==> src/rtl/ship_input_scheduler.sv <==
// Button front end for the spaceship game: synchronises and debounces four active-low
// buttons, runs rotate hold-to-repeat, and commits angle/weapon changes on frame boundaries.
module ship_input_scheduler #(
  parameter int DEBOUNCE_CYCLES     = 250000,
  parameter int REPEAT_DELAY_FRAMES = 20,
  parameter int REPEAT_RATE_FRAMES  = 6,
  parameter int NUM_WEAPONS         = 3
) (
  input  logic       CLK,
  input  logic       RESET,
  input  logic       Rotate_CW,
  input  logic       Rotate_CCW,
  input  logic       Weapon_switch,
  input  logic       Interaction,
  input  logic       frame_tick,
  output logic [3:0] SS_state,
  output logic [1:0] weapon_sel,
  output logic       interact_pulse,
  output logic       state_update
);

  localparam int DBW   = $clog2(DEBOUNCE_CYCLES + 1);
  localparam int FRMAX = (REPEAT_DELAY_FRAMES > REPEAT_RATE_FRAMES) ? REPEAT_DELAY_FRAMES
                                                                     : REPEAT_RATE_FRAMES;
  localparam int FRW   = $clog2(FRMAX + 1);

  localparam logic [DBW-1:0] DB_LAST    = DBW'(DEBOUNCE_CYCLES - 1);
  localparam logic [DBW-1:0] DB_ZERO    = {DBW{1'b0}};
  localparam logic [DBW-1:0] DB_ONE     = DBW'(1);
  localparam logic [FRW-1:0] DELAY_LAST = FRW'(REPEAT_DELAY_FRAMES - 1);
  localparam logic [FRW-1:0] RATE_LAST  = FRW'(REPEAT_RATE_FRAMES - 1);
  localparam logic [FRW-1:0] FR_ZERO    = {FRW{1'b0}};
  localparam logic [FRW-1:0] FR_ONE     = FRW'(1);
  localparam logic [1:0]     WP_LAST    = 2'(NUM_WEAPONS - 1);
  localparam logic signed [2:0] PEND_MAX = 3'sd3;
  localparam logic signed [2:0] PEND_MIN = -3'sd3;

  localparam int BTN_CW  = 0;
  localparam int BTN_CCW = 1;
  localparam int BTN_WPN = 2;
  localparam int BTN_INT = 3;

  typedef enum logic [1:0] {RS_IDLE = 2'd0, RS_DELAY = 2'd1, RS_REPEAT = 2'd2} rep_state_t;

  logic [3:0]           raw_s, level_s, press_s;
  logic [3:0]           sync1_q, sync2_q;
  logic [3:0]           db_q, db_d;
  logic [3:0][DBW-1:0]  cnt_q, cnt_d;

  rep_state_t           state_q, state_d;
  logic                 dir_q, dir_d;
  logic [FRW-1:0]       fcnt_q, fcnt_d;
  logic                 cancel_s, step_up_s, step_dn_s;

  logic signed [2:0]    rot_pend_q, rot_pend_d, pend_base_s;
  logic                 wpn_pend_q, wpn_pend_d;
  logic [3:0]           ss_q, ss_d;
  logic [1:0]           wp_q, wp_d;
  logic                 upd_q, upd_d;
  logic                 int_q, int_d;

  assign raw_s   = {Interaction, Weapon_switch, Rotate_CCW, Rotate_CW};
  assign level_s = ~sync2_q;
  assign press_s = db_d & ~db_q;

  // Synchroniser and debounce state; the synchroniser resets to "released" so a held
  // button must still pass full debounce after reset.
  always_ff @(posedge CLK or negedge RESET) begin
    if (!RESET) begin
      sync1_q <= 4'hF;
      sync2_q <= 4'hF;
      db_q    <= 4'h0;
      cnt_q   <= '{default: DB_ZERO};
    end else begin
      sync1_q <= raw_s;
      sync2_q <= sync1_q;
      db_q    <= db_d;
      cnt_q   <= cnt_d;
    end
  end

  // Debounce: count cycles of disagreement, accept the new level once the count completes.
  always_comb begin
    db_d  = db_q;
    cnt_d = cnt_q;
    for (int i = 0; i < 4; i++) begin
      if (level_s[i] != db_q[i]) begin
        if (cnt_q[i] == DB_LAST) begin
          db_d[i]  = level_s[i];
          cnt_d[i] = DB_ZERO;
        end else begin
          cnt_d[i] = cnt_q[i] + DB_ONE;
        end
      end else begin
        cnt_d[i] = DB_ZERO;
      end
    end
  end

  assign cancel_s = dir_q ? (!db_d[BTN_CCW] || db_d[BTN_CW])
                          : (!db_d[BTN_CW]  || db_d[BTN_CCW]);

  // Repeat FSM state register (dir_q: 1 = CCW).
  always_ff @(posedge CLK or negedge RESET) begin
    if (!RESET) begin
      state_q <= RS_IDLE;
      dir_q   <= 1'b0;
      fcnt_q  <= FR_ZERO;
    end else begin
      state_q <= state_d;
      dir_q   <= dir_d;
      fcnt_q  <= fcnt_d;
    end
  end

  // Repeat FSM next state: frame counting in DELAY/REPEAT, abort on release or opposite hold.
  always_comb begin
    state_d = state_q;
    dir_d   = dir_q;
    fcnt_d  = fcnt_q;
    case (state_q)
      RS_IDLE: begin
        if (press_s[BTN_CW] && !db_d[BTN_CCW]) begin
          state_d = RS_DELAY;
          dir_d   = 1'b0;
          fcnt_d  = FR_ZERO;
        end else if (press_s[BTN_CCW] && !db_d[BTN_CW]) begin
          state_d = RS_DELAY;
          dir_d   = 1'b1;
          fcnt_d  = FR_ZERO;
        end else begin
          state_d = RS_IDLE;
        end
      end
      RS_DELAY: begin
        if (cancel_s) begin
          state_d = RS_IDLE;
          fcnt_d  = FR_ZERO;
        end else if (frame_tick) begin
          if (fcnt_q == DELAY_LAST) begin
            state_d = RS_REPEAT;
            fcnt_d  = FR_ZERO;
          end else begin
            fcnt_d  = fcnt_q + FR_ONE;
          end
        end else begin
          state_d = RS_DELAY;
        end
      end
      RS_REPEAT: begin
        if (cancel_s) begin
          state_d = RS_IDLE;
          fcnt_d  = FR_ZERO;
        end else if (frame_tick) begin
          if (fcnt_q == RATE_LAST) begin
            fcnt_d = FR_ZERO;
          end else begin
            fcnt_d = fcnt_q + FR_ONE;
          end
        end else begin
          state_d = RS_REPEAT;
        end
      end
      default: begin
        state_d = RS_IDLE;
        fcnt_d  = FR_ZERO;
      end
    endcase
  end

  // Repeat FSM outputs: one rotation step request per press or repeat interval.
  always_comb begin
    step_up_s = 1'b0;
    step_dn_s = 1'b0;
    case (state_q)
      RS_IDLE: begin
        if (press_s[BTN_CW] && !db_d[BTN_CCW]) begin
          step_dn_s = 1'b1;
        end else if (press_s[BTN_CCW] && !db_d[BTN_CW]) begin
          step_up_s = 1'b1;
        end else begin
          step_up_s = 1'b0;
        end
      end
      RS_DELAY: begin
        if (!cancel_s && frame_tick && (fcnt_q == DELAY_LAST)) begin
          step_up_s = dir_q;
          step_dn_s = ~dir_q;
        end else begin
          step_up_s = 1'b0;
        end
      end
      RS_REPEAT: begin
        if (!cancel_s && frame_tick && (fcnt_q == RATE_LAST)) begin
          step_up_s = dir_q;
          step_dn_s = ~dir_q;
        end else begin
          step_up_s = 1'b0;
        end
      end
      default: begin
        step_up_s = 1'b0;
      end
    endcase
  end

  // Frame commit uses pending values from before this cycle; new requests land afterwards.
  always_comb begin
    ss_d        = ss_q;
    wp_d        = wp_q;
    pend_base_s = rot_pend_q;
    rot_pend_d  = rot_pend_q;
    wpn_pend_d  = wpn_pend_q;
    if (frame_tick && (rot_pend_q != 3'sd0)) begin
      if (rot_pend_q[2]) begin
        ss_d        = ss_q - 4'd1;
        pend_base_s = rot_pend_q + 3'sd1;
      end else begin
        ss_d        = ss_q + 4'd1;
        pend_base_s = rot_pend_q - 3'sd1;
      end
    end else begin
      pend_base_s = rot_pend_q;
    end
    if (step_up_s && (pend_base_s != PEND_MAX)) begin
      rot_pend_d = pend_base_s + 3'sd1;
    end else if (step_dn_s && (pend_base_s != PEND_MIN)) begin
      rot_pend_d = pend_base_s - 3'sd1;
    end else begin
      rot_pend_d = pend_base_s;
    end
    if (frame_tick && wpn_pend_q) begin
      wp_d       = (wp_q == WP_LAST) ? 2'd0 : wp_q + 2'd1;
      wpn_pend_d = press_s[BTN_WPN];
    end else if (press_s[BTN_WPN]) begin
      wpn_pend_d = 1'b1;
    end else begin
      wpn_pend_d = wpn_pend_q;
    end
    upd_d = frame_tick && ((rot_pend_q != 3'sd0) || wpn_pend_q);
    int_d = press_s[BTN_INT];
  end

  // Pending requests and registered outputs.
  always_ff @(posedge CLK or negedge RESET) begin
    if (!RESET) begin
      rot_pend_q <= 3'sd0;
      wpn_pend_q <= 1'b0;
      ss_q       <= 4'd0;
      wp_q       <= 2'd0;
      upd_q      <= 1'b0;
      int_q      <= 1'b0;
    end else begin
      rot_pend_q <= rot_pend_d;
      wpn_pend_q <= wpn_pend_d;
      ss_q       <= ss_d;
      wp_q       <= wp_d;
      upd_q      <= upd_d;
      int_q      <= int_d;
    end
  end

  assign SS_state       = ss_q;
  assign weapon_sel     = wp_q;
  assign state_update   = upd_q;
  assign interact_pulse = int_q;

endmodule

==> config.mk <==
export PLATFORM = sky130hd
export DESIGN_NAME = ship_input_scheduler
export DESIGN_NICKNAME = d
export VERILOG_FILES = /design/src/rtl/ship_input_scheduler.sv
export SDC_FILE = /design/constraint.sdc
export NUM_CORES = 1
export LEC_CHECK = 0
export CORE_ASPECT_RATIO = 0.8
export CORE_MARGIN = 2
export CORE_UTILIZATION = 45
export CTS_CLUSTER_SIZE = 14
export DETAILED_ROUTE_END_ITERATION = 10
export GPL_ROUTABILITY_DRIVEN = 0
export GPL_TIMING_DRIVEN = 0
export PLACE_DENSITY = 0.67
export SLEW_MARGIN = 40
export SYNTH_ARGS = -nofsm -noshare
export SYNTH_HDL_FRONTEND = slang
export SYNTH_SLANG_ARGS = --single-unit
==> constraint.sdc <==
create_clock -name CLK -period 3.13 [get_ports CLK]
set_input_delay 0.7825 -clock CLK [delete_from_list [all_inputs] [get_ports CLK]]
set_output_delay 0.7825 -clock CLK [all_outputs]
set_load 0.01 [all_outputs]
==> qor.yml <==
cp-start-kind: "flop"
first_pass_iters: 4
grt_first_pass_wirelength_mm: 17.0
fin_skew_ps: 7.84
cts_buffer_depth: 2
drive_gt1_frac: 0.0945
syn_area_um2: 5280
ys_cells: 531
clk_transition_reported_paths_ps: 70
place_inst: 693
synth_top_area_share: 0.455
numCtsBuffers: 9
netlist_top_cells_count: "96 x dfrtp_1, 91 x nor2_1, 43 x nand2_1, 38 x nand3_1, 35 x xor2_1"
lay_top_cells: "96 x dfrtp_1, 91 x nor2_1, 43 x nand2_1"
critical_path.top_delay_family: "simple AND/OR/NAND/NOR gates"
cts-hold-fix-buffers: 0
ys_sh_aoi: 0.0652
cp_slowest_cell: "mux2i_1"
cellPowerDensity_nw_per_um2: 533
drv_cap: 0
status: "completed"
setup_tns_ps: 0
syn_area_per_cell_um2: 9.94
ctsResizeCount: 0
syn_inst: 531
drt_iter0_markers: 238
cp_max_fo: 6
final-comb-area_um2: 2530
clkLatencyLatePin_ps: 350
wl_per_cell_um: 13.0
slowest_delay_ps: 400
final_cell_area_um2: 5960
max_slew_margin: 0.578
finalCriticalPeriod_ps: 2690
async_reset_ff_frac: 1.00
clockRootBuffer: "clkbuf_16"
setup_slack_ps: 444
ys_warn_count: 0
gr-total-overflow: 0
grt_max_degree: 72
fillers: 1015
fmax_mhz: 372
cp.required_ps: 3360
rsz0062_at_grt: "false"
cts_max_level: 3
die_h_um: 101
regArea_um2: 2610
## state kept, by name, indices dropped and copies added (netlist names), 2 cells and up
register / cells
SS_state: 4
cnt_q: 72
db_q: 4
fcnt_q: 5
rot_pend_q: 3
state_q: 2
sync1_q: 4
sync2_q: 4
weapon_sel: 2
## per-layer routing
layer,vias up,global-route usage,part of all wire
li1,1856,-,-
met1,1829,0.223,0.50
met2,38,0.263,0.46
met3,10,0.0377,0.026
met4,0,0.0530,0.011
met5,-,0,0
## final timing paths
| check | startpoint | cells after the start | slack (ps) | to |
|---|---|---|---|---|
| max in group asynchronous | RESET | 2 | 2190 | sync1_q[3] |
| worst min-delay path | RESET | 1 | 290 | cnt_q[44] |
| min in group CLK | sync1_q[3] | 0 | 350 | sync2_q[3] |
| worst max-delay path | cnt_q[0] | 11 | 440 | state_q[0] |
| worst min register to register | sync1_q[3] | 0 | 350 | sync2_q[3] |
| worst max register to register | cnt_q[0] | 11 | 440 | state_q[0] |
## where the power goes
group	switching, mW	total [mW]	internal [mW]	leakage, nW
clock network	0.509	1.22	0.710	0.158
logic	0.249	0.473	0.224	1.07
registers	0.0663	1.49	1.42	1.39
total	0.823	3.18	2.35	2.61
## layout make-up
type	instances	share of cell area
multi-input combinational	392	0.424
timing repair buffer	14	0.0273
clock inverter	7	0.0176
buffer	9	0.00797
inverter	26	0.0164
tap	148	0.0311
clock buffer	9	0.0378
sequential	104	0.438
## cells by family after synthesis
| logic type | after synthesis |
|---|---|
| DFF | 104 |
| muxes | 4 |
| AOI/OAI and AO/OA | 48 |
| adders and majority gates | 18 |
| buffers and inverters | 35 |
| and+or+nand+nor | 253 |
| xor gates and xnor gates | 69 |
Fig. 1: metal 4
Scale: 4 px per um. Supply wires on this layer in grey.
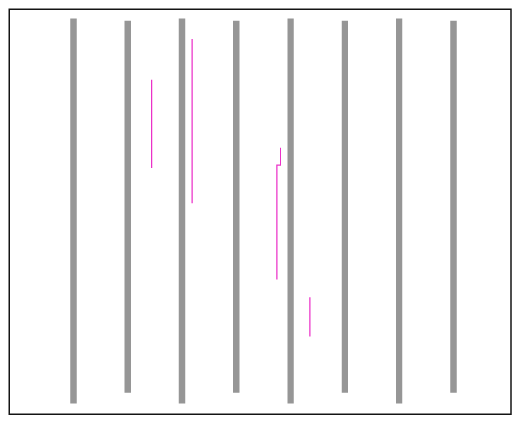
The wires run mostly vertical. The longest straight run is 40.8 um.

Fig. 2: M1 wires
Scale: 4 px per um. Supply wires on this layer in grey. Cells faint in the background.
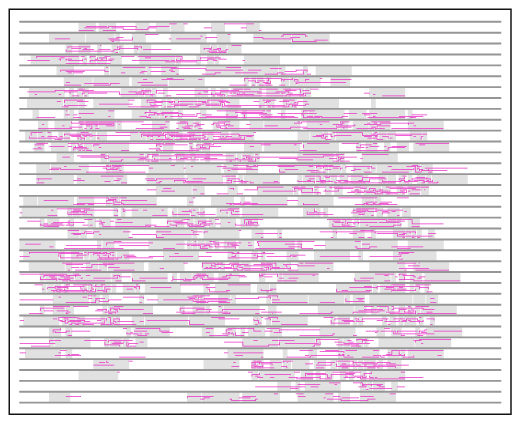
The wires run mostly horizontal. The layer holds 50% of the routed length.

Fig. 3: track usage over the die
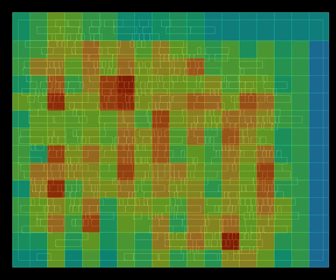
met3 Use GR: 0.0377
final core utilization: 0.520
met1 Track Usage GR: 0.223
total track usage: 0.164

Fig. 4: wiring by layer
Scale: 4 px per um. Two of the layers only.
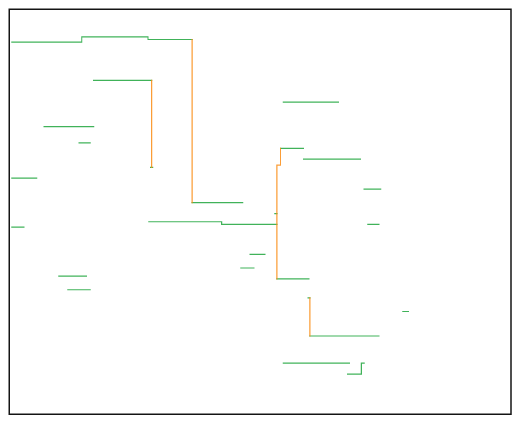
Key: green = M3 [wire length 242 um]; orange = M4 [wire length 106 um]

Fig. 5: where the registers sit
Scale: 4 px per um. Other sequential cells in the stronger grey, the rest of the logic in the fainter grey.
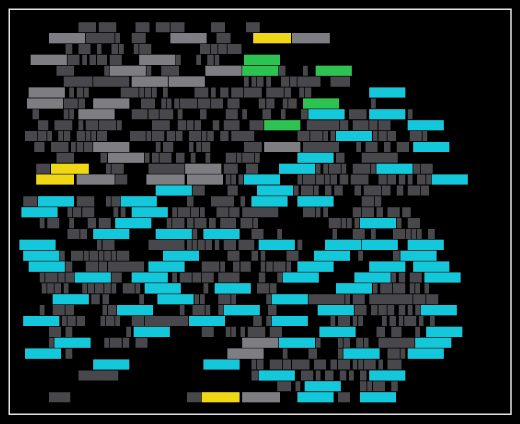
Key: yellow = sync1_q [placed flops 4]; green = fcnt_q [placed flops 5, where north]; cyan = cnt_q [placed flops 72]

Power and IR drop assume default switching activity.
